**src/rtl/jtcop_snd_pkg.sv**
```systemverilog
`default_nettype none
// ============================================================================
// Module      : jtcop_snd_pkg
// Description : Shared sound-subsystem definitions: NMI FSM state encoding,
//               default command width / queue depth and a small helper for
//               sizing address buses.
// Config      : JTCOP_SNDLATCH_FIFO_EN (selects FIFO vs single register in
//               jtcop_sndlatch; nothing in this package depends on it)
// Revision    : 1.0 - initial release
// ============================================================================
package jtcop_snd_pkg;

    typedef enum logic [1:0] {
        ST_IDLE    = 2'd0,
        ST_ASSERT  = 2'd1,
        ST_SERVICE = 2'd2,
        ST_GAP     = 2'd3
    } nmi_state_t;

    localparam int c_DEF_DW    = 8;
    localparam int c_DEF_DEPTH = 4;

    // Address width for a storage of 'depth' entries; never below one bit so
    // that a single-entry store still has a legal port.
    function automatic int sndq_aw(input int depth);
        return (depth > 1) ? $clog2(depth) : 1;
    endfunction

endpackage
`default_nettype wire

```
**src/rtl/jtcop_sndlatch_if.sv**
```systemverilog
`default_nettype none
// ============================================================================
// Module      : jtcop_sndlatch_if
// Description : Main-CPU / sound-CPU side signals of the sound command queue.
// Ports       : snreq  - main CPU sound request (level, push on rise)
//               latch  - command byte from the main CPU
//               rd     - sound CPU latch chip-select
//               dout   - head-of-queue byte (all ones when empty)
//               nmi_n  - NMI to the sound CPU, active-low
//               empty / full / ovf - queue status, ovf sticky
// Modports    : master - drives snreq/latch/rd; slave - the queue itself
// Config      : JTCOP_SNDLATCH_FIFO_EN (no effect on the interface)
// Revision    : 1.0 - initial release
// ============================================================================
interface jtcop_sndlatch_if
    import jtcop_snd_pkg::*;
#(
    parameter int DW = c_DEF_DW
);
    logic          snreq;
    logic [DW-1:0] latch;
    logic          rd;
    logic [DW-1:0] dout;
    logic          nmi_n;
    logic          empty;
    logic          full;
    logic          ovf;

    modport master (output snreq, latch, rd,
                    input  dout, nmi_n, empty, full, ovf);
    modport slave  (input  snreq, latch, rd,
                    output dout, nmi_n, empty, full, ovf);
endinterface
`default_nettype wire

```
**src/rtl/jtcop_sndq_mem.sv**
```systemverilog
`default_nettype none
// ============================================================================
// Module      : jtcop_sndq_mem
// Description : DEPTH x DW register-file storage for the sound command queue.
//               Synchronous write, asynchronous read.
// Ports       : clk - clock; we/wa/wd - write enable, address, data;
//               ra/rq - read address, read data
// Config      : JTCOP_SNDLATCH_FIFO_EN (no effect; DEPTH chosen by parent)
// Revision    : 1.0 - initial release
// ============================================================================
module jtcop_sndq_mem #(
    parameter int DW    = 8,
    parameter int DEPTH = 4,
    parameter int AW    = 2
) (
    input  logic          clk,
    input  logic          we,
    input  logic [AW-1:0] wa,
    input  logic [DW-1:0] wd,
    input  logic [AW-1:0] ra,
    output logic [DW-1:0] rq
);

    generate
        if (DEPTH == 1) begin : g_single
            // One entry: the address buses carry no information.
            logic [DW-1:0] r_data;
            logic          w_unused_addr;

            assign w_unused_addr = &{1'b0, wa, ra};

            always_ff @(posedge clk) begin
                if (we) r_data <= wd;
            end
            assign rq = r_data;
        end else begin : g_array
            logic [DW-1:0] r_mem [DEPTH];

            always_ff @(posedge clk) begin
                if (we) r_mem[wa] <= wd;
            end
            assign rq = r_mem[ra];
        end
    endgenerate

endmodule
`default_nettype wire

```
**src/rtl/jtcop_sndlatch.sv**
```systemverilog
`default_nettype none
// ============================================================================
// Module      : jtcop_sndlatch
// Description : Sound-command queue between the main CPU and the sound CPU.
//               One byte is captured per rising edge of snreq, queued, and
//               the sound CPU NMI is driven until every byte has been read.
//               A byte is consumed on the falling edge of rd.
// Ports       : clk   - system clock
//               rst_n - synchronous active-low reset
//               bus   - jtcop_sndlatch_if.slave (snreq, latch, rd, dout,
//                       nmi_n, empty, full, ovf)
// Config      : JTCOP_SNDLATCH_FIFO_EN defined  -> DEPTH-entry FIFO with an
//                                                  NMI_GAP re-arm gap
//               JTCOP_SNDLATCH_FIFO_EN undefined -> single overwriting
//                                                  register, no gap
// Revision    : 1.0 - initial release
// ============================================================================
module jtcop_sndlatch
    import jtcop_snd_pkg::*;
#(
    parameter int DW      = c_DEF_DW,
    parameter int DEPTH   = c_DEF_DEPTH,
    parameter int NMI_GAP = 4
) (
    input  logic                 clk,
    input  logic                 rst_n,
    jtcop_sndlatch_if.slave      bus
);

`ifdef JTCOP_SNDLATCH_FIFO_EN
    localparam int c_DEPTH = DEPTH;
`else
    localparam int c_DEPTH = 1;
    localparam int c_unused_depth = DEPTH;
    localparam int c_unused_gap   = NMI_GAP;
`endif
    localparam int c_AW = sndq_aw(c_DEPTH);
    localparam int c_CW = $clog2(c_DEPTH) + 1;

    logic            r_snreq_l;
    logic            r_rd_l;
    logic            r_rd_rise;
    logic            r_rd_fall;
    logic            w_push;
    logic            w_rd_rise;
    logic            w_rd_fall;
    logic            w_pop;
    logic            w_wr_ok;
    logic            w_drop;
    logic [c_CW-1:0] r_count;
    logic [c_CW-1:0] w_count_nxt;
    logic [c_AW-1:0] w_wa;
    logic [c_AW-1:0] w_ra;
    logic [DW-1:0]   w_rq;
    logic            r_empty;
    logic            r_full;
    logic            r_ovf;
    logic            r_nmi_n;
    nmi_state_t      r_st;
    nmi_state_t      w_st_nxt;

    assign w_push    = bus.snreq & ~r_snreq_l;
    assign w_rd_rise = bus.rd & ~r_rd_l;
    assign w_rd_fall = r_rd_l & ~bus.rd;
    assign w_pop     = w_rd_fall & (r_count != '0);

`ifdef JTCOP_SNDLATCH_FIFO_EN
    localparam int c_GW = (NMI_GAP > 1) ? $clog2(NMI_GAP) : 1;

    logic [c_AW-1:0] r_wr_ptr;
    logic [c_AW-1:0] r_rd_ptr;
    logic [c_GW-1:0] r_gap;
    logic [c_GW-1:0] w_gap_nxt;
    logic            w_full_now;

    // A pop on the same edge frees a slot, so a push into a full queue is
    // still accepted then; the written slot is the one just vacated.
    assign w_full_now  = (r_count == c_CW'(c_DEPTH));
    assign w_wr_ok     = w_push & (~w_full_now | w_pop);
    assign w_drop      = w_push & w_full_now & ~w_pop;
    assign w_count_nxt = r_count + c_CW'(w_wr_ok) - c_CW'(w_pop);
    assign w_wa        = r_wr_ptr;
    assign w_ra        = r_rd_ptr;

    always_ff @(posedge clk) begin
        if (!rst_n) begin
            r_wr_ptr <= '0;
            r_rd_ptr <= '0;
            r_gap    <= '0;
        end else begin
            r_wr_ptr <= r_wr_ptr + c_AW'(w_wr_ok);
            r_rd_ptr <= r_rd_ptr + c_AW'(w_pop);
            r_gap    <= w_gap_nxt;
        end
    end
`else
    // Single register: a push always overwrites; it only counts as an
    // overflow if the previous byte is still unread after any same-edge pop.
    assign w_wr_ok     = w_push;
    assign w_drop      = w_push & (r_count != '0) & ~w_pop;
    assign w_count_nxt = w_push ? c_CW'(1) : (w_pop ? '0 : r_count);
    assign w_wa        = '0;
    assign w_ra        = '0;
`endif

    jtcop_sndq_mem #(
        .DW    (DW),
        .DEPTH (c_DEPTH),
        .AW    (c_AW)
    ) u_mem (
        .clk (clk),
        .we  (w_wr_ok),
        .wa  (w_wa),
        .wd  (bus.latch),
        .ra  (w_ra),
        .rq  (w_rq)
    );

    // Datapath registers: edge detectors, occupancy and registered flags.
    // The FSM sees rd edges one cycle late through r_rd_rise/r_rd_fall; a
    // rise only matters while NMI is asserted, so it is qualified there.
    always_ff @(posedge clk) begin
        if (!rst_n) begin
            r_snreq_l <= 1'b0;
            r_rd_l    <= 1'b0;
            r_rd_rise <= 1'b0;
            r_rd_fall <= 1'b0;
            r_count   <= '0;
            r_empty   <= 1'b1;
            r_full    <= 1'b0;
            r_ovf     <= 1'b0;
        end else begin
            r_snreq_l <= bus.snreq;
            r_rd_l    <= bus.rd;
            r_rd_rise <= w_rd_rise & (r_st == ST_ASSERT);
            r_rd_fall <= w_rd_fall;
            r_count   <= w_count_nxt;
            r_empty   <= (w_count_nxt == '0);
            r_full    <= (w_count_nxt == c_CW'(c_DEPTH));
            r_ovf     <= r_ovf | w_drop;
        end
    end

    always_ff @(posedge clk) begin
        if (!rst_n) begin
            r_st    <= ST_IDLE;
            r_nmi_n <= 1'b1;
        end else begin
            r_st    <= w_st_nxt;
            r_nmi_n <= (w_st_nxt != ST_ASSERT);
        end
    end

    always_comb begin
        w_st_nxt = r_st;
`ifdef JTCOP_SNDLATCH_FIFO_EN
        w_gap_nxt = r_gap;
`endif
        case (r_st)
            ST_IDLE: begin
                if (r_count != '0) w_st_nxt = ST_ASSERT;
            end
            ST_ASSERT: begin
                if (r_rd_rise) w_st_nxt = ST_SERVICE;
            end
            ST_SERVICE: begin
                if (r_rd_fall) begin
`ifdef JTCOP_SNDLATCH_FIFO_EN
                    w_st_nxt  = ST_GAP;
                    w_gap_nxt = c_GW'(NMI_GAP - 1);
`else
                    w_st_nxt  = ST_IDLE;
`endif
                end
            end
            ST_GAP: begin
`ifdef JTCOP_SNDLATCH_FIFO_EN
                if (r_gap == '0) begin
                    w_st_nxt = (r_count != '0) ? ST_ASSERT : ST_IDLE;
                end else begin
                    w_gap_nxt = r_gap - c_GW'(1);
                end
`else
                w_st_nxt = ST_IDLE;
`endif
            end
            default: w_st_nxt = ST_IDLE;
        endcase
    end

    assign bus.dout  = (r_count != '0) ? w_rq : {DW{1'b1}};
    assign bus.nmi_n = r_nmi_n;
    assign bus.empty = r_empty;
    assign bus.full  = r_full;
    assign bus.ovf   = r_ovf;

endmodule
`default_nettype wire
```
**src/flat_wrapper.sv**
```systemverilog
// flat-port wrapper written by rule: the top's interface ports become plain ports
module jtcop_sndlatch_flat import jtcop_snd_pkg::*;
#(
    parameter int DW      = c_DEF_DW,
    parameter int DEPTH   = c_DEF_DEPTH,
    parameter int NMI_GAP = 4
)
  (clk, rst_n, bus_snreq, bus_latch, bus_rd, bus_dout, bus_nmi_n, bus_empty, bus_full, bus_ovf);
  jtcop_sndlatch_if #(.DW(DW)) bus_i ();
  input  logic clk;
  input  logic rst_n;
  input wire logic [$bits(bus_i.snreq)-1:0] bus_snreq;
  input wire logic [$bits(bus_i.latch)-1:0] bus_latch;
  input wire logic [$bits(bus_i.rd)-1:0] bus_rd;
  output wire logic [$bits(bus_i.dout)-1:0] bus_dout;
  output wire logic [$bits(bus_i.nmi_n)-1:0] bus_nmi_n;
  output wire logic [$bits(bus_i.empty)-1:0] bus_empty;
  output wire logic [$bits(bus_i.full)-1:0] bus_full;
  output wire logic [$bits(bus_i.ovf)-1:0] bus_ovf;
  assign bus_i.snreq = bus_snreq;
  assign bus_i.latch = bus_latch;
  assign bus_i.rd = bus_rd;
  assign bus_dout = bus_i.dout;
  assign bus_nmi_n = bus_i.nmi_n;
  assign bus_empty = bus_i.empty;
  assign bus_full = bus_i.full;
  assign bus_ovf = bus_i.ovf;
  jtcop_sndlatch #(.DW(DW), .DEPTH(DEPTH), .NMI_GAP(NMI_GAP)) u_core (.clk(clk), .rst_n(rst_n), .bus(bus_i));
endmodule
```
**config.mk**
```make
export PLATFORM = sky130hd
export DESIGN_NAME = jtcop_sndlatch_flat
export DESIGN_NICKNAME = d
export VERILOG_FILES = /design/src/rtl/jtcop_snd_pkg.sv /design/src/rtl/jtcop_sndlatch_if.sv /design/src/rtl/jtcop_sndq_mem.sv /design/src/rtl/jtcop_sndlatch.sv /design/src/flat_wrapper.sv
export SDC_FILE = /design/constraint.sdc
export NUM_CORES = 1
export LEC_CHECK = 0
export CAP_MARGIN = 0
export CORE_MARGIN = 2
export CORE_UTILIZATION = 37
export DETAILED_ROUTE_END_ITERATION = 7
export GPL_ROUTABILITY_DRIVEN = 0
export HOLD_SLACK_MARGIN = 0.08
export PLACE_DENSITY = 0.8
export SLEW_MARGIN = 20
export SYNTH_ARGS = -nofsm -noshare
export SYNTH_HDL_FRONTEND = slang
export SYNTH_SLANG_ARGS = --single-unit
```
**constraint.sdc**
```tcl
create_clock -name clk -period 1 [get_ports clk]
set_clock_uncertainty 0.05 [all_clocks]
set_input_delay 0.1 -clock clk [delete_from_list [all_inputs] [get_ports clk]]
set_output_delay 0.1 -clock clk [all_outputs]
set_load 0.02 [all_outputs]
```
==> impl_metrics.csv <==
group,metric,value,unit
status,outcome,"finished, violations left",
status,violations,"negative setup slack",
floorplanning,initial_core_util,0.406,
clock_network,cts_sinks,18,
timing,timing.hold.ws,0.316,ns
final_layout,nets,92,
power_and_ir_drop,ir_drop,0.000780,V
timing,max_slew_margin,0.891,
clock_network,clockBufferDepth,2,
job,warnings,28,
clock_network,cts_htree_levels,1,
power_and_ir_drop,power.total,1.50,mW
logic_synthesis,syn_nets,61,
power_and_ir_drop,p_sw,0.329,mW
route,routed_wl,1070,um
route,firstDrtPassIters,4,
timing,setup_violations,10,
final_layout,fin_area,975,um2
logic_synthesis,avgSynthCellArea,12.9,um2
place,hpwl,796,um
setup_path,slowest_stage,"dfxtp_4",
setup_path,path_cells,"nand2b_1 > buf_6",
timing,finalWorstSetupSlack,-0.0928,ns
place,place_area,923,um2
floorplanning,die_w,45.4,um
route,num_vias,443,
global_routing,grt_max_degree,12,
floorplanning,die_area,2060,um2
route,ant_nets,0,
setup_path,cp-start-kind,"flip-flop",
timing,slew_violations,0,
setup_path,cp_max_fo,10,
setup_path,cpPeakStageDelay,0.44,ns
place,io_buffer_count,23,
final_layout,area_delta_synth_final,54.0,%
logic_synthesis,ys_seq_frac,0.696,
timing,achievable-frequency,915,MHz
logic_synthesis,netlist.area_leader.share,0.379,
timing,setup_tns,-0.737,ns
power_and_ir_drop,pwr-share-comb,0.152,
power_and_ir_drop,switching_share,0.220,
route,vias_per_cell,4.66,
logic_synthesis,syn_inst,49,
route,drt_iter0_markers,6,
final_layout,flop_area,444,um2
final_layout,drive_gt1_frac,0.329,
global_routing,grt_use_total,0.122,
floorplanning,io_pins,24,
logic_synthesis,yosys_cells,49,
setup_path,required,0.85,ns
logic_synthesis,ys_chip_area,633,um2
setup_path,cp.arrival,0.94,ns
global_routing,antenna_found_initial,0,
final_layout,antennaDiodeCount,0,
power_and_ir_drop,p_leak,0.395,nW
clock_network,ctsHoldBuffers,0,
setup_path,criticalPathCategory,"flip-flop to output pin",
route,routedWlPerCell,11.2,um
global_routing,grt.overflow.total,0,
timing,grt_setup_unrepaired,"yes",
power_and_ir_drop,pwr-share-clk,0.289,
power_and_ir_drop,p_int,1.17,mW
route,drc,0,
global_routing,grt_pass1_vias,421,
timing,finalHoldViolations,0,
final_layout,comb_area,198,um2
final_layout,final_util,0.625,
logic_synthesis,synth.cell_area,633,um2
-- sequential cells by signal (all words and copies together) (netlist names) --
signal,count
u_core.u_mem.rq,8
u_core.r_st,2
u_core.bus.empty,1
u_core.bus.nmi_n,1
u_core.bus.ovf,1
u_core.r_count,1
u_core.r_rd_fall,1
u_core.r_rd_l,1
u_core.r_rd_rise,1
u_core.r_snreq_l,1
-- worst paths after layout --
check / start / to / slack (ns) / depth (start not counted)
worst max-delay path: u_core.r_count / bus_dout[7] / -0.09 / 2
worst min-delay path: bus_latch[2] / u_core.u_mem.rq[2] / 0.32 / 1
worst max register to register: u_core.r_count / u_core.r_st[0] / -0.01 / 4
worst min register to register: u_core.r_st[1] / u_core.r_st[1] / 0.42 / 2
-- cell usage after synthesis --
cell,instances
nor3_1,1
mux2i_1,1
nor2_1,3
nor2b_2,1
o21a_1,1
nand2_1,2
a31oi_1,1
and2_1,2
inv_1,2
and2_4,1
dfxtp_1,10
nand2b_4,1
a21oi_1,1
buf_4,1
edfxtp_1,8
nand2b_1,10
o21ai_1,1
nand3b_1,1
nor2b_1,1
-- per-layer routing --
layer	GRT usage	vias to the layer above	wire length, um
met5	0	-	0
li1	-	224	-
met4	0.0882	0	10
met2	0.186	19	489
met1	0.152	198	453
met3	0.0280	2	111
-- placed cells by master (no fill, tap or decap), drive strengths merged --
cell / synthesis / layout
edfxtp: 8 / 8
nand2: 2 / 2
nor3: 1 / 1
a31oi: 1 / 1
a21oi: 1 / 1
inv: 2 / 2
and2: 3 / 3
nand2b: 11 / 11
o21ai: 1 / 1
mux2i: 1 / 1
clkdlybuf4s50: 0 / 11
clkbuf: 0 / 4
o21a: 1 / 1
nor2: 3 / 3
nor2b: 2 / 2
buf: 1 / 16
dfxtp: 10 / 10
nand3b: 1 / 1
-- cell type report --
| class | count | share of cell area |
|---|---|---|
| flip-flops and latches | 18 | 0.456 |
| clock buffers | 4 | 0.0372 |
| repair buffers | 27 | 0.276 |
| inverters | 2 | 0.00770 |
| multi-input cells | 28 | 0.203 |
| well taps | 16 | 0.0205 |
-- worst max-delay path: cells and delay by family, from the launching register on --
family	cells	cell delay (ns)
and+or+nand+nor	1	0.09
DFF	1	0.44
buffers and inverters	1	0.13
-- logic make-up (layout without fill, tap and decap cells) --
family,Yosys count,in the layout,share of synthesized area
AOI/OAI and AO/OA,4,4,0.0375
muxes,1,1,0.0158
and+or+nand+nor,23,23,0.227
buffers and inverters,3,33,0.0237
DFF,18,18,0.696
-- power groups by stage --
stage / combinational (mW) / sequential, mW / clock [mW]
floorplan: 0.0878 / 0.857 / 0
global placement: 0.221 / 0.849 / 0
detailed placement: 0.225 / 0.851 / 0
CTS: 0.222 / 0.835 / 0.451
global route: 0.243 / 0.843 / 0.483
finish: 0.227 / 0.837 / 0.432
-- what timing repair did --
item                                    CTS  global route
hold endpoints to repair                  0             0
gates resized                            66             4
endpoints found under the setup margin   16            11
setup buffers                             0             0
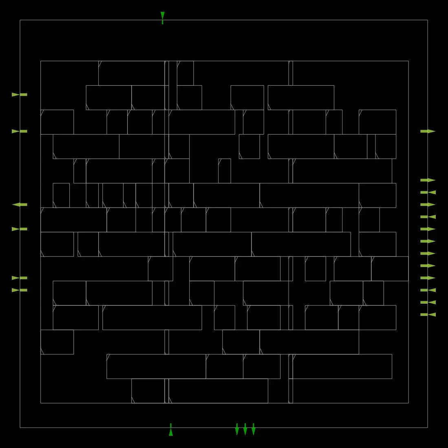
(images/placement.png)
total core area: 1560 um2
row cnt: 14
Seq/total area: 0.456
registers: 18

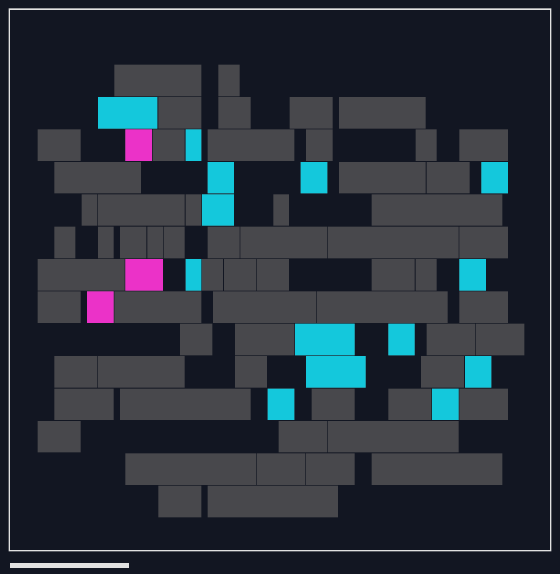
(images/logic_types.png)
The bar under the picture is 10 um long.
and/or cells: drawn in magenta, cells 3. nand cells: drawn in cyan, cells 14.

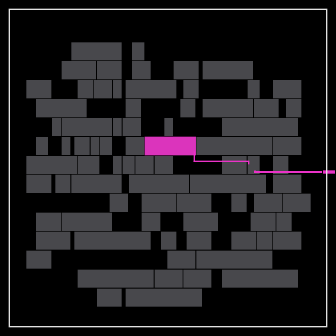
(images/io_fan.png)
`bus_empty`: drawn in magenta, bits 1, direction output, edge east, end cells 1, buffers 1, wire 19.1 um.

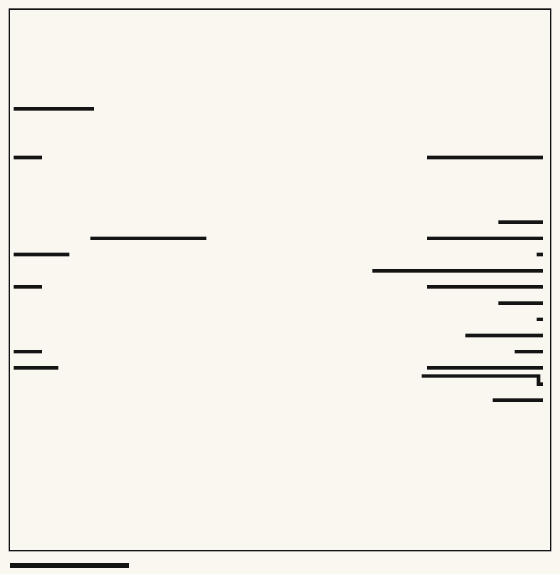
(images/layer_met3.png)
The bar under the picture is 10 um long.
The layer carries 112 um of wire. The longest straight run is 14.0 um. The wires run mostly horizontal.

No activity file was given, so power comes from the tool's default toggle rates.
